File: config.mk
export PLATFORM = sky130hd
export DESIGN_NAME = neureka_job_dispatcher
export DESIGN_NICKNAME = d
export VERILOG_FILES = /design/src/rtl/neureka_job_dispatcher.sv
export SDC_FILE = /design/constraint.sdc
export NUM_CORES = 1
export LEC_CHECK = 0
export CORE_UTILIZATION = 35
export DETAILED_ROUTE_END_ITERATION = 12
export PLACE_DENSITY_LB_ADDON = 0.2
export SETUP_SLACK_MARGIN = 0.05
export SYNTH_ARGS = -nofsm -noshare
export SYNTH_HDL_FRONTEND = slang
export SYNTH_SLANG_ARGS = --single-unit
File: constraint.sdc
create_clock -name clk_i -period 2.3 [get_ports clk_i]
set_input_delay 0.46 -clock clk_i [delete_from_list [all_inputs] [get_ports clk_i]]
set_output_delay 0.46 -clock clk_i [all_outputs]
set_load 0.005 [all_outputs]
File: src/rtl/neureka_job_dispatcher.sv
// Job dispatcher: queues offload requests from cores, hands each one to an idle engine,
// and raises per-core completion and dispatcher-idle events.
module neureka_job_dispatcher #(
  parameter int N_ENGINES     = 2,
  parameter int N_CONTEXT     = 2,
  parameter int N_CORES       = 8,
  parameter int REGFILE_N_EVT = 2,
  parameter int ID_W          = 8,
  parameter int ARB_RR        = 0,
  localparam int CW           = (N_CORES > 1) ? $clog2(N_CORES) : 1,
  localparam int QCW          = $clog2(N_CONTEXT) + 1
) (
  input  logic                                      clk_i,
  input  logic                                      rst_i,
  input  logic                                      job_valid_i,
  output logic                                      job_ready_o,
  input  logic [ID_W-1:0]                           job_id_i,
  input  logic [CW-1:0]                             job_core_i,
  output logic [N_ENGINES-1:0]                      eng_start_o,
  input  logic [N_ENGINES-1:0]                      eng_busy_i,
  input  logic [N_ENGINES-1:0]                      eng_done_i,
  output logic [N_ENGINES-1:0][ID_W-1:0]            eng_job_id_o,
  output logic [N_ENGINES-1:0]                      enable_o,
  output logic [N_CORES-1:0][REGFILE_N_EVT-1:0]     evt_o,
  output logic                                      busy_o,
  output logic [QCW-1:0]                            queue_count_o
);

  localparam int PW = $clog2(N_CONTEXT);
  localparam int EW = (N_ENGINES > 1) ? $clog2(N_ENGINES) : 1;

  localparam logic [1:0] ST_IDLE  = 2'd0;
  localparam logic [1:0] ST_START = 2'd1;
  localparam logic [1:0] ST_RUN   = 2'd2;

  // ---------------------------------------------------------------------------
  // Job queue
  // ---------------------------------------------------------------------------
  logic [ID_W-1:0] r_q_id   [N_CONTEXT];
  logic [CW-1:0]   r_q_core [N_CONTEXT];
  logic [PW-1:0]   r_wr_ptr;
  logic [PW-1:0]   r_rd_ptr;
  logic [QCW-1:0]  r_count;

  logic            w_push;
  logic            w_pop;
  logic [ID_W-1:0] w_head_id;
  logic [CW-1:0]   w_head_core;

  // Readiness is taken from the registered count only, so a pop in the same
  // cycle never opens a slot for a push into a full queue.
  assign job_ready_o   = (r_count < QCW'(N_CONTEXT));
  assign w_push        = job_valid_i && job_ready_o;
  assign w_head_id     = r_q_id[r_rd_ptr];
  assign w_head_core   = r_q_core[r_rd_ptr];
  assign queue_count_o = r_count;

  always_ff @(posedge clk_i) begin
    if (w_push) begin
      r_q_id[r_wr_ptr]   <= job_id_i;
      r_q_core[r_wr_ptr] <= job_core_i;
    end
  end

  always_ff @(posedge clk_i) begin
    if (rst_i) begin
      r_wr_ptr <= '0;
      r_rd_ptr <= '0;
      r_count  <= '0;
    end else begin
      if (w_push) begin
        r_wr_ptr <= r_wr_ptr + 1'b1;
      end
      if (w_pop) begin
        r_rd_ptr <= r_rd_ptr + 1'b1;
      end
      if (w_push && !w_pop) begin
        r_count <= r_count + 1'b1;
      end else if (!w_push && w_pop) begin
        r_count <= r_count - 1'b1;
      end
    end
  end

  // ---------------------------------------------------------------------------
  // Arbitration
  // ---------------------------------------------------------------------------
  logic [N_ENGINES-1:0] w_elig;
  logic [EW-1:0]        r_rr_ptr;
  logic [EW-1:0]        w_sel;
  logic                 w_found;

  // Round-robin searches [ptr, N) first, then wraps to [0, ptr).
  always_comb begin
    w_sel   = '0;
    w_found = 1'b0;
    for (int e = 0; e < N_ENGINES; e++) begin
      if (!w_found && w_elig[e] && ((ARB_RR == 0) || (EW'(e) >= r_rr_ptr))) begin
        w_found = 1'b1;
        w_sel   = EW'(e);
      end
    end
    for (int e = 0; e < N_ENGINES; e++) begin
      if (!w_found && w_elig[e]) begin
        w_found = 1'b1;
        w_sel   = EW'(e);
      end
    end
  end

  assign w_pop = (r_count != '0) && w_found;

  always_ff @(posedge clk_i) begin
    if (rst_i) begin
      r_rr_ptr <= '0;
    end else if (w_pop) begin
      r_rr_ptr <= (w_sel == EW'(N_ENGINES - 1)) ? '0 : (w_sel + 1'b1);
    end
  end

  // ---------------------------------------------------------------------------
  // Per-engine control
  // ---------------------------------------------------------------------------
  logic [N_ENGINES-1:0] w_fin;
  logic [CW-1:0]        w_eng_core [N_ENGINES];

  genvar gi;
  generate
    for (gi = 0; gi < N_ENGINES; gi++) begin : g_eng
      logic [1:0]      r_state;
      logic [ID_W-1:0] r_job_id;
      logic [CW-1:0]   r_core;
      logic            w_disp;

      assign w_disp = w_pop && (w_sel == EW'(gi));

      always_ff @(posedge clk_i) begin
        if (rst_i) begin
          r_state  <= ST_IDLE;
          r_job_id <= '0;
          r_core   <= '0;
        end else begin
          case (r_state)
            ST_IDLE: begin
              if (w_disp) begin
                r_state  <= ST_START;
                r_job_id <= w_head_id;
                r_core   <= w_head_core;
              end
            end
            ST_START: r_state <= ST_RUN;
            ST_RUN: begin
              if (eng_done_i[gi]) begin
                r_state <= ST_IDLE;
              end
            end
            default: r_state <= ST_IDLE;
          endcase
        end
      end

      assign w_elig[gi]       = (r_state == ST_IDLE) && !eng_busy_i[gi];
      assign eng_start_o[gi]  = (r_state == ST_START);
      assign enable_o[gi]     = (r_state != ST_IDLE);
      assign eng_job_id_o[gi] = r_job_id;
      assign w_fin[gi]        = (r_state == ST_RUN) && eng_done_i[gi];
      assign w_eng_core[gi]   = r_core;
    end
  endgenerate

  // ---------------------------------------------------------------------------
  // Busy and events
  // ---------------------------------------------------------------------------
  logic                                  w_busy;
  logic                                  r_busy_d;
  logic                                  w_busy_fall;
  logic [N_CORES-1:0]                    w_done_hit;
  logic [N_CORES-1:0][REGFILE_N_EVT-1:0] w_evt_next;
  logic [N_CORES-1:0][REGFILE_N_EVT-1:0] r_evt;

  assign w_busy      = (r_count != '0) || (|enable_o);
  assign busy_o      = w_busy;
  assign w_busy_fall = r_busy_d && !w_busy;

  // Completions targeting the same core merge into a single pulse.
  always_comb begin
    w_done_hit = '0;
    for (int e = 0; e < N_ENGINES; e++) begin
      if (w_fin[e]) begin
        w_done_hit[w_eng_core[e]] = 1'b1;
      end
    end
  end

  generate
    for (gi = 0; gi < N_CORES; gi++) begin : g_evt
      assign w_evt_next[gi][0] = w_done_hit[gi];
      if (REGFILE_N_EVT > 1) begin : g_idle_evt
        assign w_evt_next[gi][1] = w_busy_fall;
      end
      if (REGFILE_N_EVT > 2) begin : g_unused_evt
        assign w_evt_next[gi][REGFILE_N_EVT-1:2] = '0;
      end
    end
  endgenerate

  always_ff @(posedge clk_i) begin
    if (rst_i) begin
      r_busy_d <= 1'b0;
      r_evt    <= '0;
    end else begin
      r_busy_d <= w_busy;
      r_evt    <= w_evt_next;
    end
  end

  assign evt_o = r_evt;

endmodule

run_1/detail.png
Scale bar: 10 um. Window x 45 to 85, y 2 to 42 um. Cells in gray, sequential cells in the stronger gray; small squares are vias.
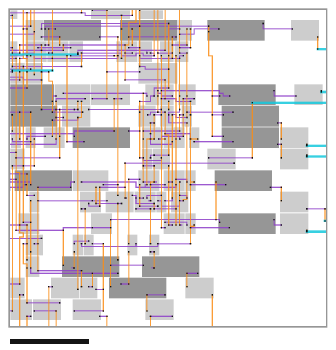
| layer | color |
|---|---|
| metal 1 | purple |
| metal 2 | orange |
| metal 3 | cyan |
netlist names of flops here include: `evt_o` (8), `g_eng.r_core` (4), `g_eng.r_state` (3)
cells with their middle in the window: 79
sequential cells in the window: 15
most frequent: dfxtp_1 (15), clkdlybuf4s50_1 (14), nor2_1 (13)

run_1/layer_met1.png
Scale bar: 20 um. Supply wires on this layer in gray.
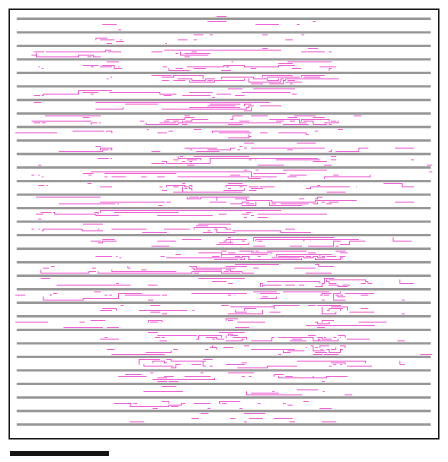
longest straight run: 36.3 um
wire length on this layer: 2240 um
nets with wire on the layer: 254
main direction: horizontal

==> run_summary.xml, run 1 <==
<?xml version="1.0" encoding="UTF-8"?>
<metrics>
  <group name="detailed_routing">
    <metric name="drt-pass1-iter-count" unit="">4</metric>
    <metric name="wl" unit="mm">5.053</metric>
    <metric name="detail_route.drc_violations" unit="">0</metric>
    <metric name="ratio_of_routed_vias_to_standard_cells" unit="">4.799</metric>
  </group>
  <group name="finish">
    <metric name="n_all_buffers" unit="">69</metric>
    <metric name="inverters" unit="">3</metric>
    <metric name="num-clock-buffers" unit="">9</metric>
    <metric name="top_area_cell_class" unit="">flip-flops and latches</metric>
    <metric name="seq_area_frac" unit="">0.4410</metric>
  </group>
  <group name="floorplan">
    <metric name="tapcell.inserted" unit="">96</metric>
    <metric name="floorplan.die.height" unit="um">86.09</metric>
    <metric name="io_pins" unit="">58</metric>
    <metric name="chipWidth" unit="um">86.09</metric>
  </group>
  <group name="setup_path">
    <metric name="r2r.worst_path.cells" unit="">5</metric>
    <metric name="worst_ep_required_time" unit="ns">1.84</metric>
    <metric name="cpLargestDelayFamily" unit="">buffers and inverters</metric>
    <metric name="cp_slowest_cell" unit="">sky130_fd_sc_hd__clkdlybuf4s50_1</metric>
    <metric name="worst_ep_arrival_time" unit="ns">1.63</metric>
    <metric name="critical_path.endpoint" unit="">busy_o</metric>
    <metric name="critical_path.cell_chain" unit="">nor2_2 &gt; nand3_1 &gt; clkdlybuf4s50_1</metric>
    <metric name="crit_cells" unit="">3</metric>
    <metric name="cp.buffers_inverters" unit="">1</metric>
    <metric name="crit-reg2reg-capture" unit="">queue_count_o[1]</metric>
  </group>
  <group name="worst_hold_path">
    <metric name="hold_path_end" unit="">evt_o[1]</metric>
    <metric name="worst_hold_path_type" unit="">register to register</metric>
  </group>
  <group name="final_timing">
    <metric name="maxSlewHeadroom" unit="">0.5656</metric>
    <metric name="finalSetupViolCount" unit="">0</metric>
    <metric name="fin_setup_tns" unit="ns">0</metric>
  </group>
  <group name="yosys">
    <metric name="synth-seq-cells" unit="">63</metric>
    <metric name="syn-instance-count" unit="">208</metric>
    <metric name="portion_of_netlist_area_occupied_by_mux_cells" unit="">0.05359</metric>
    <metric name="synthMostInstantiatedCell" unit="">sky130_fd_sc_hd__dfxtp_1</metric>
    <metric name="area_leaders" unit="">sky130_fd_sc_hd__dfxtp_1 33%, sky130_fd_sc_hd__edfxtp_1 27%, sky130_fd_sc_hd__a211oi_2 4.6%, sky130_fd_sc_hd__mux2i_1 4.4%, sky130_fd_sc_hd__a211oi_1 3.9%</metric>
    <metric name="synth.cellmix.simpleShare" unit="">0.1102</metric>
  </group>
  <group name="clocking">
    <metric name="cts_hold_buffers" unit="">0</metric>
    <metric name="cts_h_tree_depth" unit="">3</metric>
  </group>
  <group name="power">
    <metric name="switching_share" unit="">0.3168</metric>
    <metric name="internal_power" unit="mW">2.513</metric>
    <metric name="power.density" unit="nW/um^2">1095</metric>
    <metric name="post-layout-total-power" unit="mW">3.679</metric>
  </group>
  <group name="global_route">
    <metric name="grt_start_max_net_pins" unit="">37</metric>
    <metric name="grt_pass1_vias" unit="">1628</metric>
  </group>
  <group name="place">
    <metric name="gp_congestion" unit="">0.7638</metric>
  </group>
  <group name="status">
    <metric name="status" unit="">complete, no violations</metric>
  </group>
</metrics>
run_1/congestion.png
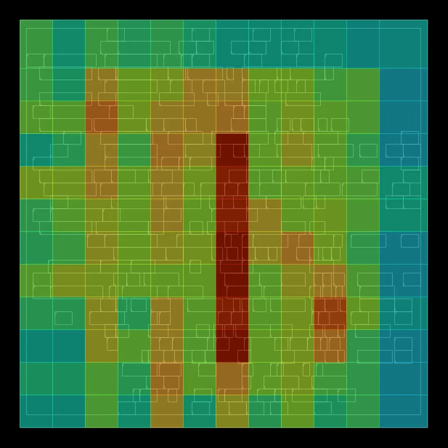
layer with the highest usage after global routing: met2
Routed wire per std cell: 13.69 um
total global routing track utilization: 0.1428
Core Util, Final: 0.4945
met1 global-route usage: 0.1720

-- run 1: per-layer routing --
layer | vias up | GRT usage | wire (um) | part of all wire
met5 | - | 0 | 0 | 0
met4 | 0 | 0.07576 | 83 | 0.016
met3 | 8 | 0.03946 | 259 | 0.051
met2 | 50 | 0.2323 | 2475 | 0.49
met1 | 823 | 0.1720 | 2235 | 0.44
li1 | 890 | - | - | -
-- run 1: power by group through the flow --
stage / registers [mW] / clock network, mW / logic (mW)
final: 1.57 / 0.964 / 1.15
after global routing: 1.60 / 1.05 / 1.25
after global placement: 1.59 / 0 / 1.14
after detailed placement: 1.59 / 0 / 1.15
after floorplan: 1.53 / 0 / 0.695
after CTS: 1.57 / 0.995 / 1.15
==> run 2, diff against run 1 <==
Settings changed: CORE_ASPECT_RATIO set to 0.9, CTS_CLUSTER_SIZE set to 16.
==> run_summary.xml, run 2 <==
<?xml version="1.0" encoding="UTF-8"?>
<metrics>
  <group name="global_route">
    <metric name="grt.busiest_layer" unit="">met2</metric>
    <metric name="grt_start_max_net_pins" unit="">22</metric>
    <metric name="track_usage" unit="">0.1498</metric>
    <metric name="grt_pass1_vias" unit="">1683</metric>
  </group>
  <group name="detailed_routing">
    <metric name="dr_wl_met2" unit="mm">2.469</metric>
    <metric name="routedLengthMet1" unit="mm">2.311</metric>
    <metric name="avgRoutedWirePerCell" unit="um">14.28</metric>
    <metric name="detail_route.drc_violations" unit="">0</metric>
    <metric name="dr.max_layer_used" unit="">met4</metric>
    <metric name="drt-pass1-iter-count" unit="">4</metric>
    <metric name="routed-wl-met3" unit="um">323</metric>
    <metric name="wl" unit="mm">5.168</metric>
  </group>
  <group name="yosys">
    <metric name="syn-instance-count" unit="">208</metric>
    <metric name="yosys.area.top_type_share" unit="">0.3316</metric>
    <metric name="synth-seq-cells" unit="">63</metric>
    <metric name="portion_of_netlist_area_occupied_by_mux_cells" unit="">0.05359</metric>
    <metric name="area_leaders" unit="">sky130_fd_sc_hd__dfxtp_1 33%, sky130_fd_sc_hd__edfxtp_1 27%, sky130_fd_sc_hd__a211oi_2 4.6%, sky130_fd_sc_hd__mux2i_1 4.4%, sky130_fd_sc_hd__a211oi_1 3.9%</metric>
    <metric name="synth.cellmix.simpleShare" unit="">0.1102</metric>
    <metric name="synthMostInstantiatedCell" unit="">sky130_fd_sc_hd__dfxtp_1</metric>
  </group>
  <group name="finish">
    <metric name="inverters" unit="">3</metric>
    <metric name="fillCellCount" unit="">616</metric>
    <metric name="n_all_buffers" unit="">68</metric>
    <metric name="lay_top_count" unit="">sky130_fd_sc_hd__clkdlybuf4s50_1</metric>
    <metric name="final_cell_area" unit="sq um">3349</metric>
    <metric name="num-clock-buffers" unit="">9</metric>
    <metric name="seq_area_frac" unit="">0.4423</metric>
  </group>
  <group name="final_timing">
    <metric name="finalSetupViolCount" unit="">0</metric>
    <metric name="maxSlewHeadroom" unit="">0.5729</metric>
  </group>
  <group name="worst_hold_path">
    <metric name="worst_hold_path_type" unit="">register to register</metric>
  </group>
  <group name="power">
    <metric name="power_consumed_by_combinational_cells" unit="mW">1.12</metric>
    <metric name="power_leader" unit="">registers</metric>
    <metric name="internal_power" unit="mW">2.596</metric>
    <metric name="power.density" unit="nW/um^2">1119</metric>
    <metric name="switching_share" unit="">0.3075</metric>
    <metric name="pg_seq" unit="mW">1.57</metric>
    <metric name="post-layout-total-power" unit="mW">3.748</metric>
  </group>
  <group name="clocking">
    <metric name="cts_hold_buffers" unit="">0</metric>
    <metric name="numClockSinks" unit="">63</metric>
  </group>
  <group name="setup_path">
    <metric name="worst_ep_required_time" unit="ns">1.84</metric>
  </group>
  <group name="floorplan">
    <metric name="floorplan.die.height" unit="um">81.78</metric>
    <metric name="io_pins" unit="">58</metric>
    <metric name="chipWidth" unit="um">90.64</metric>
  </group>
  <group name="place">
    <metric name="gp_congestion" unit="">0.7533</metric>
  </group>
  <group name="status">
    <metric name="status" unit="">complete, no violations</metric>
  </group>
</metrics>
## run 2: final timing paths
path | from | to | slack [ns] | cells past startpoint
setup / recovery | g_eng[1].r_state[0] | enable_o[1] | 0.22 | 4
hold / removal | r_busy_d | evt_o[1] | 0.46 | 1
setup reg to reg | queue_count_o[0] | queue_count_o[1] | 0.34 | 5
hold reg to reg | r_busy_d | evt_o[1] | 0.46 | 1
## run 2: worst max-delay path: stages (launching register included)
cell and delay (ns):
sky130_fd_sc_hd__dfxtp_1 0.35, sky130_fd_sc_hd__nor2_2 0.19, sky130_fd_sc_hd__buf_4 0.23, sky130_fd_sc_hd__inv_1 0.06, sky130_fd_sc_hd__clkdlybuf4s50_1 0.44
run_2/detail.png
Scale bar: 10 um. Window x 48 to 88, y 0 to 40 um. Cells in gray, sequential cells in the stronger gray; small squares are vias.
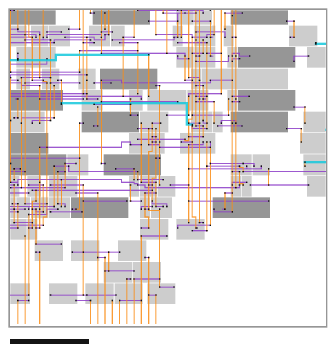
| layer | color |
|---|---|
| metal 3 | cyan |
| metal 1 | purple |
| metal 2 | orange |
netlist names of flops here include: `evt_o` (5), `g_eng.r_state` (4), `g_eng.r_core` (3)
cells with their middle in the window: 81
most frequent: clkdlybuf4s50_1 (19), dfxtp_1 (14), nor2_1 (11)
sequential cells in the window: 14

run_2/layer_met1.png
Scale bar: 20 um. Supply wires on this layer in gray.
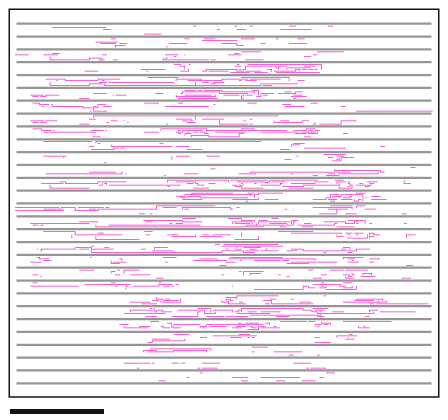
share of all routed wire: 45%
main direction: horizontal
wire length on this layer: 2310 um

run_2/congestion.png
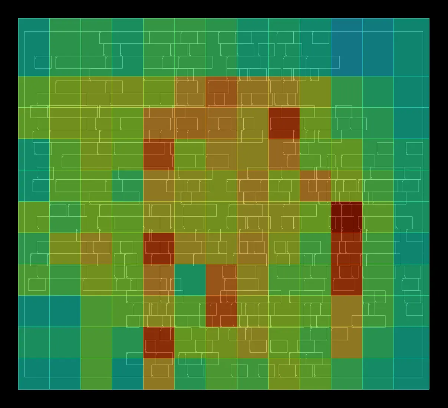
met3 Usage GRT: 0.06389
Core Util, Final: 0.5006
GR met2 Demand/Resource: 0.2394
met1 global-route usage: 0.1793

Power is estimated from default activity; no workload was simulated.
